==> config.mk <==
export PLATFORM = sky130hd
export DESIGN_NAME = lsu_ctrl
export DESIGN_NICKNAME = d
export VERILOG_FILES = /design/src/rtl/lsu_pkg.sv /design/src/rtl/lsu_store_align.sv /design/src/rtl/lsu_ctrl.sv
export SDC_FILE = /design/constraint.sdc
export NUM_CORES = 1
export LEC_CHECK = 0
export ABC_AREA = 1
export CORE_UTILIZATION = 40
export DETAILED_ROUTE_END_ITERATION = 8
export DONT_BUFFER_PORTS = 1
export PLACE_DENSITY = 0.62
export RECOVER_POWER = 25
export SLEW_MARGIN = 20
export SYNTH_ARGS = -nofsm -noshare
export SYNTH_HDL_FRONTEND = slang
export SYNTH_SLANG_ARGS = --single-unit
==> constraint.sdc <==
create_clock -name clk -period 2.25 [get_ports clk]
set_input_delay 0.45 -clock clk [delete_from_list [all_inputs] [get_ports clk]]
set_output_delay 0.45 -clock clk [all_outputs]
set_load 0.01 [all_outputs]
### Layout detail

Window x 51 to 91, y 51 to 91 um. Cells in gray, sequential cells in the stronger gray; small squares are vias.
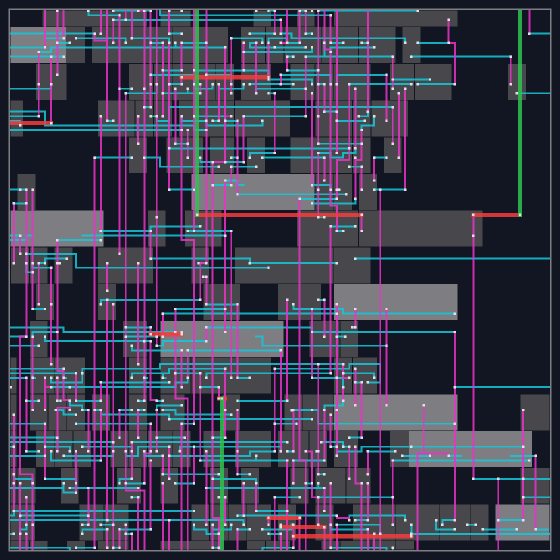
color	layer
red	met3
magenta	met2
green	met4
cyan	met1
cells with their middle in the window	119
sequential cells in the window	6
most frequent	nand2_1 (29)

### Pin placement

(3 px per um) Pins as bars across the die edge, other pins in gray.
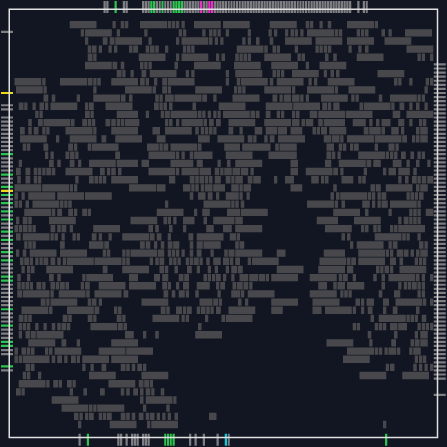
color	port	pins	direction	edge
cyan	`dm_rvalid`	1	input	bottom
green	`dm_addr`	32	output	18 left, 8 top, 6 bottom
magenta	`func3`	3	input	top
yellow	`exc_cause`	2	output	left
DIE WIDTH: 142.2 um
vertical die size: 142.2 um

### Signal wires on met2

(3 px per um)
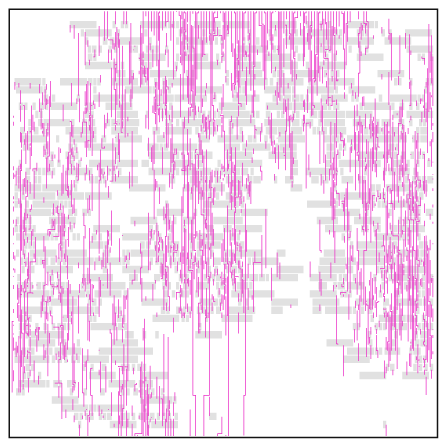
wire length on this layer	9360 um
nets with wire on the layer	871
main direction	vertical
longest straight run	73.9 um
share of all routed wire	46%
detailed-route wire length: 20230 um
total vias in the final route: 6519
global routing usage on met2: 31.99%

### Routed metal, one color a layer

(3 px per um) Only two layers are drawn.
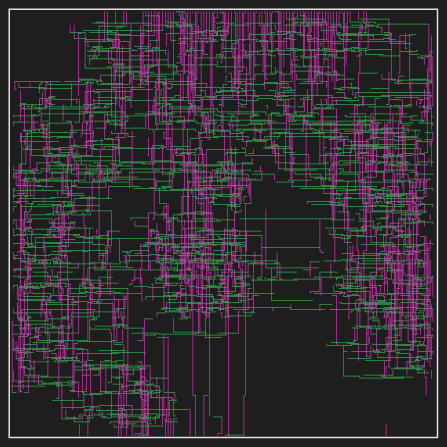
color	layer	wire length
green	met1	9040 um
magenta	met2	9360 um
GRT Util Overall: 20.13%
drt wl/cell: 15.21 um

==> impl_metrics.xml <==
<?xml version="1.0" encoding="UTF-8"?>
<metrics>
  <group name="critical_path">
    <metric name="rr_worst_depth" unit="">10</metric>
    <metric name="critical_path_depth" unit="">7</metric>
    <metric name="type_of_origin_of_the_critical_path" unit="">register</metric>
    <metric name="worst_setup_path_end_kind" unit="">output port</metric>
    <metric name="worst-r2r-setup-slack" unit="ns">0.24</metric>
    <metric name="criticalPathCategory" unit="">register to output port</metric>
    <metric name="worst_path_dominant_cell_family" unit="">simple AND/OR/NAND/NOR gates</metric>
    <metric name="cp.required" unit="ns">1.80</metric>
    <metric name="crit_buf_inv" unit="">3</metric>
    <metric name="critical_path_peak_fanout" unit="">4</metric>
    <metric name="critical_path.slowest_cell" unit="">sky130_fd_sc_hd__dfrtp_2</metric>
    <metric name="critPathArrivalTime" unit="ns">1.84</metric>
    <metric name="critical_path.cell_chain" unit="">nor3_4 -&gt; buf_6 -&gt; inv_4 -&gt; nand2_8 -&gt; a21oi_4 -&gt; or3_4 -&gt; inv_2</metric>
    <metric name="timing.critical_path.slowest_cell_delay" unit="ns">0.46</metric>
  </group>
  <group name="floorplan">
    <metric name="core_util_floorplan" unit="%">41.37</metric>
    <metric name="number_of_cell_rows" unit="">50</metric>
    <metric name="core_area" unit="um^2">19020</metric>
    <metric name="chip_area" unit="um^2">20230</metric>
    <metric name="io_pins" unit="">250</metric>
  </group>
  <group name="place">
    <metric name="final_hpwl_dp" unit="um">13890</metric>
    <metric name="globalplace.congestion" unit="">0.8425</metric>
    <metric name="port-buffer-count" unit="">0</metric>
    <metric name="dp_worst_setup_slack" unit="ns">0.1620</metric>
    <metric name="placedCellCount" unit="">1286</metric>
  </group>
  <group name="power">
    <metric name="power_density" unit="nW/um^2">1319</metric>
    <metric name="worst_voltage_drop_across_the_vdd_grid" unit="mV">0.5645</metric>
    <metric name="static-leakage-power" unit="nW">4.986</metric>
  </group>
  <group name="flow_run">
    <metric name="log.warning_count" unit="">36</metric>
    <metric name="maximum_capacitance_violations" unit="">0</metric>
  </group>
  <group name="route">
    <metric name="detailedRoute.firstPassIterationCount" unit="">5</metric>
    <metric name="antenna_violating_nets_left" unit="">0</metric>
    <metric name="post_drt_via_cell_ratio" unit="">4.902</metric>
    <metric name="drt_iter0_markers" unit="">298</metric>
    <metric name="drc" unit="">0</metric>
  </group>
  <group name="final_layout">
    <metric name="finalNetCount" unit="">1169</metric>
    <metric name="logic_area" unit="um^2">3212</metric>
    <metric name="insertedDiodeCount" unit="">0</metric>
    <metric name="areaGrowthSynthToFinish" unit="%">14.98</metric>
    <metric name="post_route_cells_drive_above_1_share" unit="%">12.90</metric>
    <metric name="filler_cell_count" unit="">1928</metric>
    <metric name="layout.area.seq" unit="um^2">4006</metric>
    <metric name="finalNonFillerCells" unit="">1330</metric>
    <metric name="finish.utilization" unit="%">47.57</metric>
  </group>
  <group name="logic_synthesis">
    <metric name="synth-seq-cells" unit="">160</metric>
    <metric name="yosysCellCount" unit="">1045</metric>
    <metric name="synth.top_cells.by_area" unit="">sky130_fd_sc_hd__dfrtp_1 (51%), sky130_fd_sc_hd__nand2_1 (21%), sky130_fd_sc_hd__inv_1 (6.3%)</metric>
    <metric name="async_flop_share" unit="%">100.0</metric>
    <metric name="synth-edff-count" unit="">0</metric>
    <metric name="synth.most_common_cell" unit="">sky130_fd_sc_hd__nand2_1</metric>
    <metric name="yosysWarnings" unit="">0</metric>
    <metric name="ff_type" unit="">sky130_fd_sc_hd__dfrtp_1</metric>
    <metric name="post-synth-top-area-cell" unit="">sky130_fd_sc_hd__dfrtp_1</metric>
    <metric name="yosysUniqueCellTypes" unit="">38</metric>
    <metric name="chip_area_from_the_yosys_synthesis_statistics" unit="um^2">7868</metric>
    <metric name="synthesis.instances" unit="">1045</metric>
    <metric name="synth_seq_share" unit="%">50.89</metric>
    <metric name="mappedNetlistArea" unit="um^2">7868</metric>
    <metric name="yosys.area.top_type_share" unit="%">50.89</metric>
    <metric name="synth_area_per_cell" unit="um^2">7.529</metric>
    <metric name="ys_top_cells_by_count" unit="">sky130_fd_sc_hd__nand2_1 (439), sky130_fd_sc_hd__dfrtp_1 (160), sky130_fd_sc_hd__inv_1 (131)</metric>
  </group>
  <group name="timing">
    <metric name="hold_viol_final" unit="">160</metric>
    <metric name="max_transition_margin" unit="%">54.38</metric>
    <metric name="achievable-frequency" unit="GHz">0.4371</metric>
    <metric name="transition_time_at_the_pin_with_the_least_slew_margin" unit="ns">0.6833</metric>
    <metric name="final_min_period_over_clock_period" unit="%">101.7</metric>
    <metric name="period_minus_slack" unit="ns">2.288</metric>
    <metric name="setup_viol_count_final" unit="">3</metric>
    <metric name="worst_hold_slack" unit="ns">-0.2677</metric>
    <metric name="post-route-worst-setup-slack" unit="ns">-0.03791</metric>
    <metric name="final-max-slew-violation-count" unit="">0</metric>
    <metric name="final.setup_skew" unit="ns">0.01282</metric>
    <metric name="grt_setup_unrepaired" unit="">true</metric>
  </group>
  <group name="outcome">
    <metric name="run_status" unit="">finished with violations</metric>
    <metric name="failed_checks" unit="">hold timing, setup timing</metric>
  </group>
  <group name="global_route">
    <metric name="global_route_wire_length_before_repair" unit="um">31880</metric>
    <metric name="initial_antenna_violation_count" unit="">0</metric>
    <metric name="pin_count_of_the_biggest_net_entering_global_routing" unit="">161</metric>
    <metric name="via_count_of_the_first_global_routing_pass" unit="">6122</metric>
    <metric name="grt_overflow" unit="">0</metric>
  </group>
  <group name="cts">
    <metric name="tritoncts_num_sinks" unit="">160</metric>
    <metric name="clock_tree.htree_level_count" unit="">4</metric>
    <metric name="root_buffer" unit="">sky130_fd_sc_hd__clkbuf_16</metric>
    <metric name="numCtsBuffers" unit="">17</metric>
    <metric name="clk_transition_reported_paths" unit="ns">0.06</metric>
    <metric name="cts-root-to-sink-buffers" unit="">2</metric>
    <metric name="cts_tree" unit="">done</metric>
    <metric name="worst_skew_pair.late_latency" unit="ns">0.42</metric>
  </group>
  <group name="hold_path">
    <metric name="hold_class" unit="">input port to async pin</metric>
  </group>
</metrics>
==> cells in the final DEF, fill, tap and decap left out, types with 8 or more instances in the layout <==
cell type / netlist / final
sky130_fd_sc_hd__nand2_1: 439 / 433
sky130_fd_sc_hd__nand4_1: 9 / 9
sky130_fd_sc_hd__o21ai_0: 64 / 56
sky130_fd_sc_hd__nand3_1: 59 / 59
sky130_fd_sc_hd__inv_1: 131 / 118
sky130_fd_sc_hd__nor2_1: 31 / 22
sky130_fd_sc_hd__nand2_2: 3 / 8
sky130_fd_sc_hd__clkbuf_16: 0 / 17
sky130_fd_sc_hd__inv_2: 8 / 19
sky130_fd_sc_hd__o21ai_1: 35 / 38
sky130_fd_sc_hd__nor3_1: 10 / 9
sky130_fd_sc_hd__buf_4: 6 / 34
sky130_fd_sc_hd__dfrtp_1: 160 / 158
sky130_fd_sc_hd__o211ai_1: 8 / 8
==> cells by family (layout without fill, tap and decap cells) <==
logic type                 Yosys count  after routing  share of synthesized area, %
xor gates and xnor gates             3              3                        0.3340
other                                1              2                       0.04766
adders and majority gates            6              6                        0.9542
AOI/OAI and AO/OA                  122            122                         8.365
DFF                                160            160                         50.89
buffers and inverters              192            216                         10.35
and+or+nand+nor                    561            561                         29.06
==> area by class of cell <==
| cell class | count | share of cell area [%] |
|---|---|---|
| Tap cell | 260 | 3.596 |
| Multi-Input combinational cell | 694 | 35.50 |
| Sequential cell | 160 | 44.29 |
| Clock inverter | 12 | 1.065 |
| Inverter | 140 | 5.920 |
| Timing Repair Buffer | 44 | 4.578 |
| Clock buffer | 20 | 5.048 |
==> where the power goes <==
part	switching [mW]	leakage, nW	internal (mW)	total [mW]
sequential	1.24	2.04	4.11	5.35
combinational	2.36	2.67	1.49	3.85
clock	1.23	0.278	1.50	2.73
total	4.84	4.99	7.09	11.9
==> metrics by stage <==
| stage | power, mW | setup TNS [ns] | cell area (um^2) | hold WS (ns) |
|---|---|---|---|---|
| detailed placement | 8.799 | 0 | 8235 | 0.1590 |
| global placement | 8.713 | 0 | 8235 | 0.1598 |
| floorplan | 7.726 | 0 | 7871 | 0.1544 |
| CTS | 11.80 | -0.2096 | 8926 | -0.2942 |
| global route | 12.86 | -1.021 | 9046 | -0.2870 |
| finish | 11.93 | -0.06689 | 9046 | -0.2677 |
==> layer usage <==
layer / wire length, um / vias up / track usage (%)
met2: 9358 / 214 / 31.99
met5: 0 / - / 0
met3: 1562 / 17 / 5.989
met1: 9040 / 3053 / 26.32
met4: 272 / 0 / 6.338
li1: - / 3235 / -
==> repair_timing <==
item                       CTS  global route
gates resized               36            32
hold endpoints to repair   160           160
setup endpoints to repair   38            41
gates cloned                 1             0
pin swaps                    2             4
buffers inserted             8             4
Power figures rest on the tool's default switching activity, not on a simulated workload.
